$ cat config.mk
export PLATFORM = sky130hd
export DESIGN_NAME = egr_tagring_tx
export DESIGN_NICKNAME = d
export VERILOG_FILES = /design/src/rtl/egr_tagring_tx.sv
export SDC_FILE = /design/constraint.sdc
export NUM_CORES = 1
export LEC_CHECK = 0
export ABC_AREA = 1
export CORE_MARGIN = 4
export CORE_UTILIZATION = 51
export DETAILED_ROUTE_END_ITERATION = 10
export GPL_TIMING_DRIVEN = 0
export PLACE_DENSITY = 0.72
export REMOVE_ABC_BUFFERS = 1
export SLEW_MARGIN = 20
export SYNTH_ARGS = -nofsm -noshare
export SYNTH_HDL_FRONTEND = slang
export SYNTH_SLANG_ARGS = --single-unit
$ cat constraint.sdc
create_clock -name cclk -period 4 [get_ports cclk]
set_input_delay 0.8 -clock cclk [delete_from_list [all_inputs] [get_ports cclk]]
set_output_delay 0.8 -clock cclk [all_outputs]
set_load 0.01 [all_outputs]
$ cat src/rtl/egr_tagring_tx.sv
// egr_tagring_tx
// Transmit end of the egress tag ring. Tags from the GMM-side producer are
// buffered in a small FIFO and injected into empty ring slots. Occupied
// upstream slots always pass through with one register stage. A starvation
// tracker raises hold_req when the head tag has been blocked for too long.
//
// Ports:
//   cclk, rst_n          core clock, synchronous active-low reset
//   in_valid/in_ready    producer handshake; in_dst/in_tag carry the tag
//   ring_in_*            upstream ring slot (valid, destination, payload)
//   ring_out_*           downstream ring slot, registered
//   hold_req             asks upstream to issue an empty slot
//   fifo_level           number of buffered tags
//   inj_cnt              wrapping count of injected tags
module egr_tagring_tx #(
    parameter int TAG_W      = 32,
    parameter int DST_W      = 5,
    parameter int FIFO_DEPTH = 8,
    parameter int STARVE_MAX = 15
) (
    input  logic                              cclk,
    input  logic                              rst_n,
    input  logic                              in_valid,
    output logic                              in_ready,
    input  logic [DST_W-1:0]                  in_dst,
    input  logic [TAG_W-1:0]                  in_tag,
    input  logic                              ring_in_valid,
    input  logic [DST_W-1:0]                  ring_in_dst,
    input  logic [TAG_W-1:0]                  ring_in_tag,
    output logic                              ring_out_valid,
    output logic [DST_W-1:0]                  ring_out_dst,
    output logic [TAG_W-1:0]                  ring_out_tag,
    output logic                              hold_req,
    output logic [$clog2(FIFO_DEPTH+1)-1:0]   fifo_level,
    output logic [15:0]                       inj_cnt
);

    localparam int PTR_W = $clog2(FIFO_DEPTH);
    localparam int LVL_W = $clog2(FIFO_DEPTH+1);
    localparam int SC_W  = $clog2(STARVE_MAX+1);
    localparam int ENT_W = DST_W + TAG_W;

    typedef enum logic [1:0] {
        IDLE = 2'd0,
        WAIT = 2'd1,
        HOLD = 2'd2
    } state_t;

    logic [ENT_W-1:0] mem_q [FIFO_DEPTH];
    logic [PTR_W-1:0] wr_ptr_q, rd_ptr_q;
    logic [LVL_W-1:0] level_q, level_d;
    logic             in_ready_q;
    logic             out_valid_q;
    logic [DST_W-1:0] out_dst_q;
    logic [TAG_W-1:0] out_tag_q;
    logic [15:0]      inj_cnt_q;
    state_t           state_q, state_d;
    logic [SC_W-1:0]  sc_q, sc_d;

    logic             do_enq;
    logic             do_pop;
    logic [ENT_W-1:0] head;

    // in_ready is the registered "not full" flag, so a pop in the same cycle
    // never lets a full FIFO accept: there is deliberately no full-bypass.
    assign do_enq = in_valid && in_ready_q;
    // Injection only uses a slot upstream left empty; occupied slots always win.
    assign do_pop = !ring_in_valid && (level_q != '0);
    assign head   = mem_q[rd_ptr_q];

    // Next FIFO occupancy: simultaneous push and pop leaves the level unchanged.
    always_comb begin
        level_d = level_q;
        if (do_enq && !do_pop) begin
            level_d = level_q + 1'b1;
        end else if (!do_enq && do_pop) begin
            level_d = level_q - 1'b1;
        end
    end

    // Starvation FSM. The counter only advances while a head tag exists and
    // the upstream slot is occupied; once in HOLD it freezes until the head
    // finally gets injected.
    always_comb begin
        state_d = state_q;
        sc_d    = sc_q;
        case (state_q)
            IDLE: begin
                sc_d = '0;
                if (do_enq) begin
                    state_d = WAIT;
                end
            end
            WAIT: begin
                if (do_pop) begin
                    sc_d    = '0;
                    state_d = (level_d == '0) ? IDLE : WAIT;
                end else if (ring_in_valid) begin
                    sc_d = sc_q + 1'b1;
                    if (sc_q == SC_W'(STARVE_MAX - 1)) begin
                        state_d = HOLD;
                    end
                end
            end
            HOLD: begin
                if (do_pop) begin
                    sc_d    = '0;
                    state_d = (level_d == '0) ? IDLE : WAIT;
                end
            end
            default: begin
                state_d = IDLE;
                sc_d    = '0;
            end
        endcase
    end

    // FIFO storage has no reset: stale entries are unreachable once the
    // pointers and level are cleared.
    always_ff @(posedge cclk) begin
        if (do_enq) begin
            mem_q[wr_ptr_q] <= {in_dst, in_tag};
        end
    end

    // Control registers and the registered ring slot. Reset discards buffered
    // tags and ignores whatever upstream presents.
    always_ff @(posedge cclk) begin
        if (!rst_n) begin
            wr_ptr_q    <= '0;
            rd_ptr_q    <= '0;
            level_q     <= '0;
            in_ready_q  <= 1'b0;
            out_valid_q <= 1'b0;
            out_dst_q   <= '0;
            out_tag_q   <= '0;
            inj_cnt_q   <= '0;
            state_q     <= IDLE;
            sc_q        <= '0;
        end else begin
            if (do_enq) begin
                wr_ptr_q <= wr_ptr_q + 1'b1;
            end
            if (do_pop) begin
                rd_ptr_q  <= rd_ptr_q + 1'b1;
                inj_cnt_q <= inj_cnt_q + 16'd1;
            end
            level_q    <= level_d;
            in_ready_q <= (level_d != LVL_W'(FIFO_DEPTH));
            if (ring_in_valid) begin
                out_valid_q <= 1'b1;
                out_dst_q   <= ring_in_dst;
                out_tag_q   <= ring_in_tag;
            end else if (do_pop) begin
                out_valid_q <= 1'b1;
                out_dst_q   <= head[ENT_W-1:TAG_W];
                out_tag_q   <= head[TAG_W-1:0];
            end else begin
                out_valid_q <= 1'b0;
                out_dst_q   <= '0;
                out_tag_q   <= '0;
            end
            state_q <= state_d;
            sc_q    <= sc_d;
        end
    end

    assign in_ready       = in_ready_q;
    assign ring_out_valid = out_valid_q;
    assign ring_out_dst   = out_dst_q;
    assign ring_out_tag   = out_tag_q;
    assign hold_req       = (state_q == HOLD);
    assign fifo_level     = level_q;
    assign inj_cnt        = inj_cnt_q;

endmodule

Fig. 1: sequential cells grouped by signal name
Bar = 50 um.
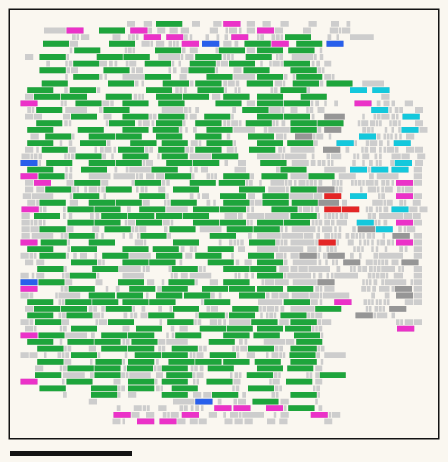
signal	color	placed flops
sc_q	red	4
inj_cnt	cyan	16
ring_out_tag	magenta	32
mem_q	green	296
ring_out_dst	blue	5
not colored	17
register area: 0.0104 mm2
fin util: 63.7%
sequential power: 4500 uW
Seq area share: 58.6%

Fig. 2: cell outlines without signal wires
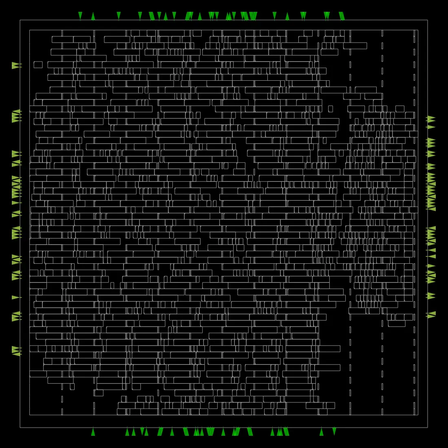
Well Taps: 378
Flops: 370
Post-Layout Cell Count: 1,717
fillers: 2,087
num rows: 61

==> results.cfg <==
; yosys + openroad results
[critical_path]
critPathCaptureType = register
worst-path-buf-inv = 4
reg2regPathDepth = 10
crit_type = input pin to register
worst-path-max-fanout = 14
critPathTopFamily = buffers and inverters
r2r_end = inj_cnt[13]
required_ns = 4.23
arrival_ns = 3.04
r2r_setup_slack_ns = 1.44
max_stage_delay_ns = 0.53
reg2reg_from = fifo_level[0]
worst_setup_path_start_kind = input pin
cp-startpoint = in_valid
cp_slowest_cell = nor2_4
cp.depth = 7
endpoint = mem_q[6][36]
crit_chain = clkdlybuf4s50_1 > nand2_1 > inv_1 > nand2_1 > nor2_4 > buf_16 > buf_16

[yosys]
yosys_area_mm2 = 0.0143
ys_cells = 1184
adder_share_pct = 0.611
synth.cell_area_mm2 = 0.0143
synth.most_common_cell = edfxtp_1
synth.area.top_cells = edfxtp_1 62%, dfxtp_1 10%, nor2_1 6.6%, o21ai_0 3.1%, nor3_1 2.8%
ff_type = edfxtp_1
yosysTopAreaCell = edfxtp_1
xor_share_pct = 0.366
yosys_warnings = 0
avgSynthCellArea_um2 = 12.1
yosys-top-cells-count = 296 x edfxtp_1, 254 x nor2_1, 90 x o21ai_0
ys_seq_share_pct = 72.3
aoi_share_pct = 10.1
mux_share_pct = 0
numSynthFlops = 370
edf_count = 296
logic_family = simple AND/OR/NAND/NOR gates
yosysTopAreaCellShare_pct = 62.0
synthCells = 1184
synthArstFlopShare_pct = 0
ys_types = 32
simple_gate_area_share_pct = 13.3

[layout]
diodes = 0
comb_area_mm2 = 0.00356
layout.cells.most_common_list = 296 x edfxtp_1, 246 x nor2_1, 136 x clkdlybuf4s50_1
clock_buffers = 50
largest_reg_flops = 296
drive_gt1_share_pct = 7.54
largest_class = flip-flops and latches
buffers = 161
inv_count = 41
regMostFlops = mem_q
layout_top_cell = edfxtp_1
final_nets = 1397
clkCellAreaFrac_pct = 6.56
comb_area_share_pct = 20.1
area_delta_synth_final_pct = 23.4
nMultiInputCombCells = 700
layout.nonclk_buf_share_pct = 11.1

[route]
dr_wl_met3_mm = 2.22
drtAntennaViolNets = 0
wl_met1_mm = 14.2
highest_layer = met5
drc_errors = 0
dr_total_vias = 9668
avgViaCountPerCell = 5.63
drt_first_pass_iters = 7
drt_iter0_drc = 768
route.detailed.wl_per_inst_um = 19.3

[power]
cellLeakagePower_uw = 0.00601
power-top-group = sequential cells
power_uw = 9890
seqPwrFrac_pct = 45.5
clk-power_uw = 3290
clkPwrFrac_pct = 33.3
ir_worst_vdd_mv = 0.381
comb_power_share_pct = 21.2
powerDensity_mw_per_mm2 = 558
p_int_uw = 7080

[place]
dp_cells = 1650
gp_congestion = 0.777
hpwl_mm = 19.3
port_buffers = 137

[clock_tree]
clkTransAtPathRegs_ns = 0.06
cts_max_level = 2
clk_path_buf_depth = 3
cts_buffers = 38
ctsResizeCount = 0
clock_sinks = 370
insertion_delay_ns = 0.53
cts_setup_buffers = 0
ctsHoldBuffers = 0
cts-root-buf = clkbuf_16
cts_tree = built

[floorplan]
initial_core_util_pct = 51.6
core_area_mm2 = 0.0278
die_y_um = 176
ios = 138
die_x_um = 176
die_area_mm2 = 0.0309

[job]
openroad.warnings = 27
drv_cap = 0

[sta]
finalSetupViolations = 0
max_freq_ghz = 0.356
hold_viol_final = 0
min_period_ns = 2.81
clock_skew_ns = 0.0106
finalClockPeriodUsage_pct = 70.2
rsz0062_at_grt = no
drv_slew = 0

[global_routing]
grt_max_degree = 89
grt_overflow = 0
antenna_found_initial = 2
grt_pass1_vias = 9647
grt_use_total_pct = 21.1
grt_pass1_wl_mm = 51.6

[hold_path]
min-delay-start = rd_ptr_q[2]
worstHoldPathType = register to register
worstHoldPathCells = 2

[run_status]
status = complete, no violations
Fig. 3: supply network
Bar = 50 um. Pins as bars on the die edge. Tap cells in gray.
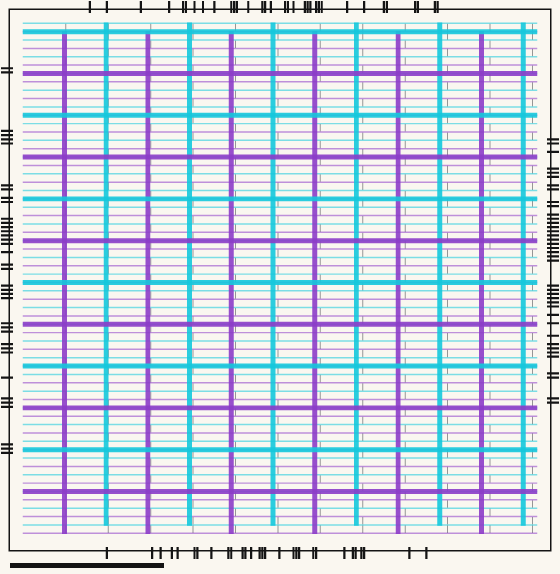
net	color
VSS	purple
VDD	cyan
met5 straps	12
met4 straps	12

per-layer routing:
| metal | vias to the layer above | global-route usage (%) |
|---|---|---|
| met4 | 4 | 6.69 |
| met3 | 67 | 3.70 |
| li1 | 4556 | - |
| met5 | - | 0 |
| met2 | 346 | 35.7 |
| met1 | 4695 | 28.2 |
per-stage QoR:
| stage | util [%] | TNS, ns | setup WS (ns) | hold WS (ns) | area (um2) |
|---|---|---|---|---|---|
| final | 63.7 | 0 | 1.19 | 0.460 | 17700 |
| after floorplan | - | -34.00 | -0.919 | 0.433 | 14000 |
| after detailed placement | 59.5 | 0 | 0.674 | 0.446 | 16500 |
| after global placement | 57.1 | -604.18 | -4.64 | 0.446 | 15900 |
| after CTS | 63.7 | 0 | 1.22 | 0.456 | 17700 |
| after global routing | 63.7 | 0 | 1.09 | 0.497 | 17700 |
Power figures rest on the tool's default switching activity, not on a simulated workload.
